--- src/rtl/gesture_classify_pkg.sv ---
// Shared types and widths for the gesture classifier.
//   gest_e    : class codes driven on gesture_code (4-7 unused)
//   *W        : bus widths used by the interface, the top and the debouncer
package gesture_classify_pkg;

  localparam int unsigned GestW  = 3;
  localparam int unsigned CoordW = 12;
  localparam int unsigned AreaW  = 20;
  localparam int unsigned FtW    = 20;
  localparam int unsigned ProdW  = 16;
  localparam int unsigned TcntW  = 8;
  localparam int unsigned CntW   = 4;

  typedef enum logic [GestW-1:0] {
    GestNone  = 3'd0,
    GestFist  = 3'd1,
    GestPalm  = 3'd2,
    GestPoint = 3'd3
  } gest_e;

endpackage

--- src/rtl/gesture_classify_if.sv ---
// Per-frame result bus from the bounding-box/fingertip stage.
//   box_valid          : 1-cycle strobe, fields below valid in that cycle
//   x_min/x_max        : box column bounds
//   y_min/y_max        : box row bounds
//   box_area           : box area, carried through for the report
//   fingertip          : area/perimeter metric
// master drives the bus, slave (the classifier) receives it.
interface gesture_classify_if;

  logic                                     box_valid;
  logic [gesture_classify_pkg::CoordW-1:0]  x_min;
  logic [gesture_classify_pkg::CoordW-1:0]  x_max;
  logic [gesture_classify_pkg::CoordW-1:0]  y_min;
  logic [gesture_classify_pkg::CoordW-1:0]  y_max;
  logic [gesture_classify_pkg::AreaW-1:0]   box_area;
  logic [gesture_classify_pkg::FtW-1:0]     fingertip;

  modport master (
    output box_valid, x_min, x_max, y_min, y_max, box_area, fingertip
  );

  modport slave (
    input box_valid, x_min, x_max, y_min, y_max, box_area, fingertip
  );

endinterface

--- src/rtl/gesture_classify_debounce.sv ---
// Debounce stage: holds a candidate class and a run count, and moves
// gesture_code to the candidate once it has been seen STABLE_N times in a row.
//   clk, rst   : clock, synchronous active-high reset
//   cls_valid  : one classified frame this cycle
//   cls        : its class
//   cls_area   : its box area, latched when the code changes
//   timeout    : force NONE (only asserted by the top when no frame is accepted)
//   code       : debounced class
//   change     : 1-cycle pulse when code changes
//   stable     : candidate agrees with code and has a full run behind it
//   area       : box area of the frame that last changed code
module gesture_classify_debounce
  import gesture_classify_pkg::*;
#(
  parameter int unsigned STABLE_N = 4
) (
  input  logic             clk,
  input  logic             rst,
  input  logic             cls_valid,
  input  gest_e            cls,
  input  logic [AreaW-1:0] cls_area,
  input  logic             timeout,
  output gest_e            code,
  output logic             change,
  output logic             stable,
  output logic [AreaW-1:0] area
);

  localparam logic [CntW-1:0] StableN = CntW'(STABLE_N);

  gest_e            cand_q, cand_d;
  gest_e            code_q, code_d;
  logic [CntW-1:0]  cnt_q, cnt_d;
  logic             change_q, change_d;
  logic [AreaW-1:0] area_q, area_d;

  always_comb begin
    cand_d   = cand_q;
    code_d   = code_q;
    cnt_d    = cnt_q;
    change_d = 1'b0;
    area_d   = area_q;
    if (cls_valid) begin
      if (cls == cand_q) begin
        cnt_d = (cnt_q >= StableN) ? StableN : cnt_q + 4'd1;
      end else begin
        cand_d = cls;
        cnt_d  = 4'd1;
      end
      // Decision uses the post-update candidate/count of this frame.
      if ((cnt_d >= StableN) && (cand_d != code_q)) begin
        code_d   = cand_d;
        area_d   = cls_area;
        change_d = 1'b1;
      end
    end else if (timeout) begin
      code_d   = GestNone;
      cand_d   = GestNone;
      cnt_d    = '0;
      change_d = 1'b1;
    end
  end

  always_ff @(posedge clk) begin
    if (rst) begin
      cand_q   <= GestNone;
      code_q   <= GestNone;
      cnt_q    <= '0;
      change_q <= 1'b0;
      area_q   <= '0;
    end else begin
      cand_q   <= cand_d;
      code_q   <= code_d;
      cnt_q    <= cnt_d;
      change_q <= change_d;
      area_q   <= area_d;
    end
  end

  assign code   = code_q;
  assign change = change_q;
  assign area   = area_q;
  assign stable = (cand_q == code_q) && (cnt_q >= StableN);

endmodule

--- src/rtl/gesture_classify.sv ---
// Hand gesture classifier. Per frame: S1 registers box geometry, S2 classifies
// NONE/FIST/PALM/POINT, S3 (sub-module) debounces. A vsync-driven frame counter
// forces NONE after TIMEOUT_FRM frames without a result.
//   clk, rst        : pixel clock, synchronous active-high reset
//   per_frame_vsync : frame sync, rising edge is the frame tick
//   box             : per-frame result bus (slave)
//   gesture_code    : 0 NONE, 1 FIST, 2 PALM, 3 POINT
//   gesture_change  : 1-cycle pulse on code change
//   gesture_stable  : candidate equals code with a full run
//   gesture_area    : box area of the frame that last changed the code
module gesture_classify
  import gesture_classify_pkg::*;
#(
  parameter int unsigned MIN_DIM     = 40,
  parameter int unsigned POINT_RATIO = 10,
  parameter int unsigned PALM_FT_TH  = 300,
  parameter int unsigned STABLE_N    = 4,
  parameter int unsigned TIMEOUT_FRM = 8
) (
  input  logic                 clk,
  input  logic                 rst,
  input  logic                 per_frame_vsync,
  gesture_classify_if.slave    box,
  output logic [GestW-1:0]     gesture_code,
  output logic                 gesture_change,
  output logic                 gesture_stable,
  output logic [AreaW-1:0]     gesture_area
);

  localparam logic [CoordW-1:0] MinDim   = CoordW'(MIN_DIM);
  localparam logic [ProdW-1:0]  Ratio    = ProdW'(POINT_RATIO);
  localparam logic [FtW-1:0]    PalmTh   = FtW'(PALM_FT_TH);
  localparam logic [TcntW-1:0]  TimeoutN = TcntW'(TIMEOUT_FRM);

  // S1: geometry
  logic              box_ok;
  logic [CoordW-1:0] box_w, box_h;
  logic              s1_valid_q, s1_ok_q;
  logic [CoordW-1:0] s1_w_q, s1_h_q;
  logic [FtW-1:0]    s1_ft_q;
  logic [AreaW-1:0]  s1_area_q;

  always_comb begin
    box_ok = (box.x_max > box.x_min) && (box.y_max > box.y_min);
    box_w  = box_ok ? box.x_max - box.x_min : '0;
    box_h  = box_ok ? box.y_max - box.y_min : '0;
  end

  always_ff @(posedge clk) begin
    if (rst) begin
      s1_valid_q <= 1'b0;
      s1_ok_q    <= 1'b0;
      s1_w_q     <= '0;
      s1_h_q     <= '0;
      s1_ft_q    <= '0;
      s1_area_q  <= '0;
    end else begin
      s1_valid_q <= box.box_valid;
      s1_ok_q    <= box_ok;
      s1_w_q     <= box_w;
      s1_h_q     <= box_h;
      s1_ft_q    <= box.fingertip;
      s1_area_q  <= box.box_area;
    end
  end

  // S2: classification. h*4 >= w*ratio avoids a divider for the h/w test.
  logic [ProdW-1:0] prod_h, prod_w;
  gest_e            s2_cls_d, s2_cls_q;
  logic             s2_valid_q;
  logic [AreaW-1:0] s2_area_q;

  always_comb begin
    prod_h = {2'b00, s1_h_q, 2'b00};
    prod_w = ProdW'(s1_w_q) * Ratio;
    if (!s1_ok_q || (s1_w_q < MinDim) || (s1_h_q < MinDim)) begin
      s2_cls_d = GestNone;
    end else if (prod_h >= prod_w) begin
      s2_cls_d = GestPoint;
    end else if (s1_ft_q >= PalmTh) begin
      s2_cls_d = GestPalm;
    end else begin
      s2_cls_d = GestFist;
    end
  end

  always_ff @(posedge clk) begin
    if (rst) begin
      s2_valid_q <= 1'b0;
      s2_cls_q   <= GestNone;
      s2_area_q  <= '0;
    end else begin
      s2_valid_q <= s1_valid_q;
      s2_cls_q   <= s2_cls_d;
      s2_area_q  <= s1_area_q;
    end
  end

  // Frame timeout; an S3 accept always takes priority over vsync and timeout.
  logic             vsync_q, vsync_edge, accept, timeout;
  logic [TcntW-1:0] tcnt_q, tcnt_d;
  gest_e            code_w;

  always_comb begin
    vsync_edge = per_frame_vsync & ~vsync_q;
    accept     = s2_valid_q;
    tcnt_d     = tcnt_q;
    if (accept) begin
      tcnt_d = '0;
    end else if (vsync_edge && (tcnt_q < TimeoutN)) begin
      tcnt_d = tcnt_q + 8'd1;
    end
    timeout = (tcnt_q == TimeoutN) && (code_w != GestNone) && !accept;
  end

  always_ff @(posedge clk) begin
    if (rst) begin
      vsync_q <= 1'b0;
      tcnt_q  <= '0;
    end else begin
      vsync_q <= per_frame_vsync;
      tcnt_q  <= tcnt_d;
    end
  end

  gesture_classify_debounce #(
    .STABLE_N (STABLE_N)
  ) u_debounce (
    .clk       (clk),
    .rst       (rst),
    .cls_valid (s2_valid_q),
    .cls       (s2_cls_q),
    .cls_area  (s2_area_q),
    .timeout   (timeout),
    .code      (code_w),
    .change    (gesture_change),
    .stable    (gesture_stable),
    .area      (gesture_area)
  );

  assign gesture_code = code_w;

endmodule

--- src/flat_wrapper.sv ---
// flat-port wrapper written by rule: the top's interface ports become plain ports
module gesture_classify_flat import gesture_classify_pkg::*;
#(
  parameter int unsigned MIN_DIM     = 40,
  parameter int unsigned POINT_RATIO = 10,
  parameter int unsigned PALM_FT_TH  = 300,
  parameter int unsigned STABLE_N    = 4,
  parameter int unsigned TIMEOUT_FRM = 8
)
  (clk, rst, per_frame_vsync, gesture_code, gesture_change, gesture_stable, gesture_area, box_box_valid, box_x_min, box_x_max, box_y_min, box_y_max, box_box_area, box_fingertip);
  gesture_classify_if box_i ();
  input  logic clk;
  input  logic rst;
  input  logic per_frame_vsync;
  output logic [GestW-1:0] gesture_code;
  output logic gesture_change;
  output logic gesture_stable;
  output logic [AreaW-1:0] gesture_area;
  input wire logic [$bits(box_i.box_valid)-1:0] box_box_valid;
  input wire logic [$bits(box_i.x_min)-1:0] box_x_min;
  input wire logic [$bits(box_i.x_max)-1:0] box_x_max;
  input wire logic [$bits(box_i.y_min)-1:0] box_y_min;
  input wire logic [$bits(box_i.y_max)-1:0] box_y_max;
  input wire logic [$bits(box_i.box_area)-1:0] box_box_area;
  input wire logic [$bits(box_i.fingertip)-1:0] box_fingertip;
  assign box_i.box_valid = box_box_valid;
  assign box_i.x_min = box_x_min;
  assign box_i.x_max = box_x_max;
  assign box_i.y_min = box_y_min;
  assign box_i.y_max = box_y_max;
  assign box_i.box_area = box_box_area;
  assign box_i.fingertip = box_fingertip;
  gesture_classify #(.MIN_DIM(MIN_DIM), .POINT_RATIO(POINT_RATIO), .PALM_FT_TH(PALM_FT_TH), .STABLE_N(STABLE_N), .TIMEOUT_FRM(TIMEOUT_FRM)) u_core (.clk(clk), .rst(rst), .per_frame_vsync(per_frame_vsync), .box(box_i), .gesture_code(gesture_code), .gesture_change(gesture_change), .gesture_stable(gesture_stable), .gesture_area(gesture_area));
endmodule
--- config.mk ---
export PLATFORM = sky130hd
export DESIGN_NAME = gesture_classify_flat
export DESIGN_NICKNAME = d
export VERILOG_FILES = /design/src/rtl/gesture_classify_pkg.sv /design/src/rtl/gesture_classify_if.sv /design/src/rtl/gesture_classify_debounce.sv /design/src/rtl/gesture_classify.sv /design/src/flat_wrapper.sv
export SDC_FILE = /design/constraint.sdc
export NUM_CORES = 1
export LEC_CHECK = 0
export CAP_MARGIN = 25
export CORE_ASPECT_RATIO = 1.25
export CORE_MARGIN = 2
export CORE_UTILIZATION = 40
export CTS_BUF_LIST = sky130_fd_sc_hd__clkbuf_4 sky130_fd_sc_hd__clkbuf_8
export CTS_CLUSTER_SIZE = 24
export DETAILED_ROUTE_END_ITERATION = 10
export PLACE_DENSITY_LB_ADDON = 0.08
export SLEW_MARGIN = 15
export SYNTH_ARGS = -nofsm -noshare
export SYNTH_HDL_FRONTEND = slang
export SYNTH_SLANG_ARGS = --single-unit
--- constraint.sdc ---
create_clock -name clk -period 4.4 [get_ports clk]
set_clock_uncertainty 0.2 [all_clocks]
set_input_delay 0.88 -clock clk [delete_from_list [all_inputs] [get_ports clk]]
set_output_delay 0.88 -clock clk [all_outputs]
set_load 0.05 [all_outputs]
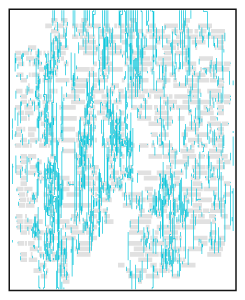
**Above:** run 1 (signal wires on met2).
Scale: 2 px per um.
longest straight run: 48.6 um
nets with wire on the layer: 768
final routed wirelength across all metal layers: 11.8 mm
Vias: 4628
met2 layer usage reported by global route: 0.281

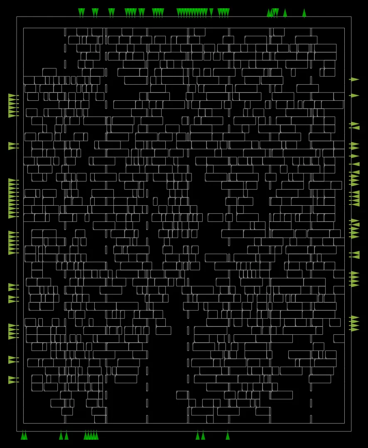
**Above:** run 1 (cell outlines without signal wires).
num rows: 49
fraction of standard cell area that is sequential: 0.333

==> run notes, run 1 <==
Update from the flow run.

The run finished with clean final reports. The total clock network power is 1.09 mW. The timing-limited maximum frequency is 263 MHz.

The routed length on met1 is 4.86 mm. The highest-delay cell along the critical path is nor4_1. There are 127 flip-flops and latches.

The category of the worst setup path launch point is a flip-flop. The largest net degree at the start of global routing is 96. The placement-stage worst setup slack is 0.528 ns. In this run the VDD rail shows a maximum IR drop of 0.000278 V. The switching share of power is 0.243. For this block, the initial DRC count from the detailed router was 170. Hold repair after CTS inserted 0 buffers.

The sum of overflow across all layers after global routing is 0. TritonCTS built the clock tree. Routability-driven placement finished with a final weighted congestion of 0.816. The startpoint of the most critical hold path is u_core.s1_area_q[2]. The initial core utilization is 0.410.

The most repeated cell in the gate-level netlist after synthesis is dfxtp_1. The number of synthesized register bits is 127. The worst max-slew margin expressed relative to the limit is 0.391. The fraction of the core area covered by cells at the end of the flow is 0.531. In the final layout, flip-flops and latches occupy 2540 um2. The top cell types in the final layout, fill and taps aside, are dfxtp_1, clkdlybuf4s50_1, nor2_1.

The critical path starts at u_core.s1_w_q[2]. The source-to-sink clock delay at the later pin of the worst-skew pair is 0.43 ns. Of the total power, registers draw 0.455. Once the clock tree was built, the setup fixing pass inserted 0 buffers. The number of port buffers is 114. Multi-input logic gates represent a cell area share of 0.409. The synthesis run identifies the leading combinational cell family as simple AND/OR/NAND/NOR gates.

Across every metal layer, demand over resource in global routing totals 0.153. For reference, the final report shows the hold violation count at 0. The number of cells reported by Yosys stat comes to 627. According to the tapcell log, the count of inserted taps is 178.

The area taken by multi-input combinational cells is reported as 3130 um2. The end point of the most critical hold path is u_core.s2_area_q[2]. The most used flip-flop cell after synthesis is dfxtp_1. Yosys mapped a number of flops with a built-in enable equal to 0.

The count of yosys warnings during synthesis is 0. Walking the worst path, the cells encountered are ha_1 > ha_1 > a21o_1 > a21oi_1 > o21ai_0 > nor4_1 > o211a_1 > nor3_1 > ha_1 > o21ai_0 > a2111oi_0 > o221ai_1 > o22ai_1. The antenna violation net count after detailed routing is 0. Measured along the x axis, the die boundary spans 113 um.

The number of clock buffers added by TritonCTS is 17. The area-dominant cell class after layout is logic gates. The count of max-cap constraint violations is 0. Per STA, the worst path accumulates the most delay in the family AND-OR/OR-AND gates. The fraction of final cell area spent on non-clock buffers in this run is 0.151. Of the total synthesized cell area, the portion taken by full adders, half adders and majority gates is 0.135.

The number of filler cells placed in the layout is 1330. The number of global-route vias before repair came to 4556. The vertical die dimension is 140 um. In the final layout, the share of cells above drive strength 1 is 0.0541. Along the worst hold path, the cell count comes to 1.

In this run, the synthesized area fraction spent on xor and xnor cells is recorded as 0.0415. Across all hold checks on the routed design, the worst slack comes to 0.231 ns. Per the placement report, the placed cell count is 904. Per the timing report, the most critical flop-to-flop path finishes at u_core.s2_cls_q[1].

Looking at the clock tree report, the H-tree level count equals 4. The layout has 42 inverters outside the clock class. The post-layout minimum cycle time is 3.81 ns. For this run, the detailed router reports a per-instance via density of 4.94. In this run the layout overhead on the synthesized area is reported as 29.5%. Synthesis produced a netlist with a net count of 781. For this design the static power due to leakage is 3.29 nW. The finished layout holds 936 standard cells, fillers aside. Detailed routing placed a total of 6.15 mm of wire on met2. The type of the worst min-delay path is flip-flop to flip-flop. The routed layout reports a DRC error count of 0. The combinational power is 0.346 mW.

The number of buffers and inverters on the critical path is 0. Counting every instance in the synthesized netlist gives 627. The root buffer cell chosen for the clock tree is clkbuf_8.

The stage logs contain a warning count of 29. The top cell type in the final layout, fill and taps aside, is dfxtp_1. The number of gates given a new drive strength after cts is 0.
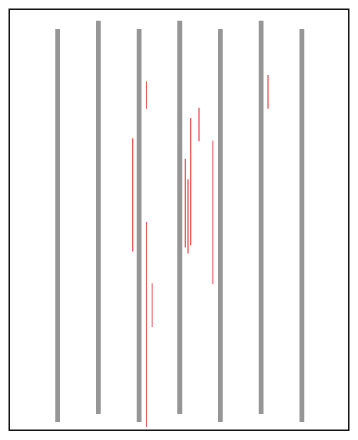
**Above:** run 1 (signal wires on met4).
Scale: 3 px per um. Supply wires on this layer in grey.
main direction: vertical
longest straight run: 68.0 um
nets with wire on the layer: 6
share of all routed wire: 2.5%

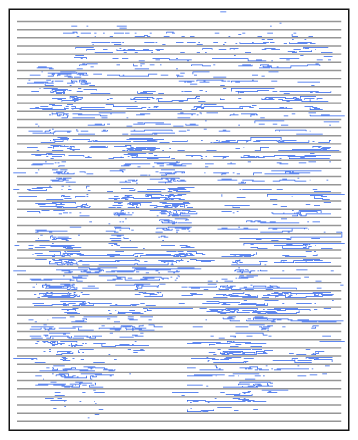
**Above:** run 1 (met1 routing).
Scale: 3 px per um. Supply wires on this layer in grey.
main direction: horizontal
share of all routed wire: 41%
nets with wire on the layer: 807
longest straight run: 33.6 um
global-route met1 utilization: 0.160

==> run 1 -> run 2 <==
--- a/config.mk
+++ b/config.mk
@@ -6,7 +6,7 @@
 export NUM_CORES = 1
 export LEC_CHECK = 0
 export CAP_MARGIN = 25
-export CORE_ASPECT_RATIO = 1.25
+export CORE_ASPECT_RATIO = 1.2
 export CORE_MARGIN = 2
 export CORE_UTILIZATION = 40
 export CTS_BUF_LIST = sky130_fd_sc_hd__clkbuf_4 sky130_fd_sc_hd__clkbuf_8
==> run 2 against run 1 <==
Fmax about the same. Die area about the same. Synthesized cell count unchanged. Total power is 5.1% lower. Sequential cell count stayed put. Via count fell by 0.86%. Global-route usage is essentially flat. Worst hold slack better by 0.0063 ns. Critical path depth stayed put. Utilization down 0.43 points. Clock-buffer cell count did not move. Critical endpoint unchanged. Largest power group unchanged. Highest routed layer unchanged.
==> run notes, run 2 <==
Update from the flow run.

The number of gates given a new drive strength after cts is 0. In the detailed route, the total length drawn on met2 is 6.01 mm. The number of buffers and inverters on the critical path is 0. After detailed placement, the design holds a cell count of 901. The number of combinational gates with multiple inputs is 441. The antenna violation net count after detailed routing is 0. The max-slew check reports its worst relative slack as 0.384. The synthesized design contains 0 enable-type register cells.

Looking at the global route congestion table, the highest-usage layer is met2. The die width is 115 um. The routed length on met1 is 4.97 mm.

For this run the aggregate overflow at the end of global routing stands at 0. Of the total power, registers draw 0.480. Multi-input logic gates represent a cell area share of 0.413. By instance count after routing, the leading logic cell types are dfxtp_1, clkdlybuf4s50_1, nor2_1.

Measured on the finished design, the core utilization comes to 0.526. The number of tap cells added at floorplan is 175. The xor/xnor cell area share of the yosys netlist is 0.0415. The met1 demand-to-capacity share in global routing is 0.165. Per the placement log, port buffering inserted 114 buffers.

Per the layout report, the design carries 42 non-clock inverters. OpenROAD emitted warnings numbering 29. The design has 127 sequential cells. The routed wire length is 11.8 mm.

The combinational power reported by the tool is 0.342 mW. The maximum level of the CTS H-tree is 4. The number of buffers inserted by hold repair at cts is 0. Summing over every cut layer, the via total after detailed routing is 4588.

The highest clock rate this design can be run at is 262 MHz. The destination of the worst register-to-register timing path is u_core.s2_cls_q[1]. The count of yosys warnings during synthesis is 0. The end point of the most critical hold path is u_core.s2_area_q[2]. The skew report gives the latency at the later pin of the worst-skew pair as 0.42 ns.

The most critical setup path has its startpoint at u_core.s1_w_q[2]. TritonCTS built the clock tree. Entering global routing, the biggest net connects 96 pins. The layout report lists the multi-input gate area as 3130 um2. Of the cells placed in the final design, the portion with a size suffix greater than 1 is 0.0541. The synthesized design contains 127 register bits. The synthesized netlist handed to floorplanning was reported with a cell count of 627. The category of the worst setup path launch point is a flip-flop.

The run finished with clean final reports. Looking at the clock tree report, the root buffer type is clkbuf_8. The area-dominant cell class after layout is logic gates. The tightest min-delay check is of the flip-flop to flip-flop type. The met2 capacity usage during global routing is 0.275. The count of non-filler cells in the finished layout is 933.

The final hold violation count is 0. For this run, the detailed router reports a per-instance via density of 4.92. After floorplanning, the core was divided into 48 placement rows. The area used by sequential logic in the layout is 2540 um2. The startpoint of the most critical hold path is u_core.s1_area_q[2]. Across the VDD grid, the largest voltage drop is 0.000171 V. The run reported a max-capacitance violation count of 0.

The layout report lists the non-clock buffer share of cell area as 0.152. The floorplan step set the die height to 137 um. Switching power as a fraction of the total was reported as 0.266. The total clock network power is 0.960 mW. The cell count in the Yosys report is 627. Buffers added to address setup during post-CTS repair amount to 0. The CTS buffer count is 17. The cell-mix breakdown from Yosys lists the adder-cell area share as 0.135. The top logic cell family in the synthesized netlist is simple AND/OR/NAND/NOR gates.

The post-layout minimum cycle time is 3.81 ns. Synthesis produced a netlist with a net count of 781. The initial core utilization is 0.410. The count of cells along the worst hold path is 1. The worst hold margin is 0.237 ns. The area overhead of the layout relative to synthesis is 28.5%. The final antenna diode tally reported by the flow is 0.
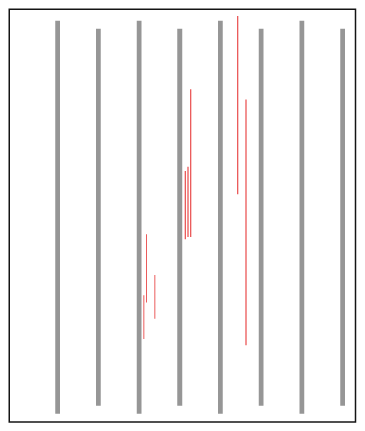
**Above:** run 2 (signal wires on met4).
Scale: 3 px per um. Supply wires on this layer in grey.
longest straight run: 81.6 um
main direction: vertical
wire length on this layer: 286 um

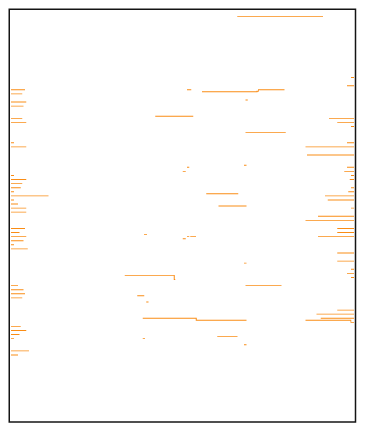
**Above:** run 2 (M3 wires).
Scale: 3 px per um.
wire length on this layer: 489 um
main direction: horizontal
share of all routed wire: 4.2%

Power is estimated from default activity; no workload was simulated.
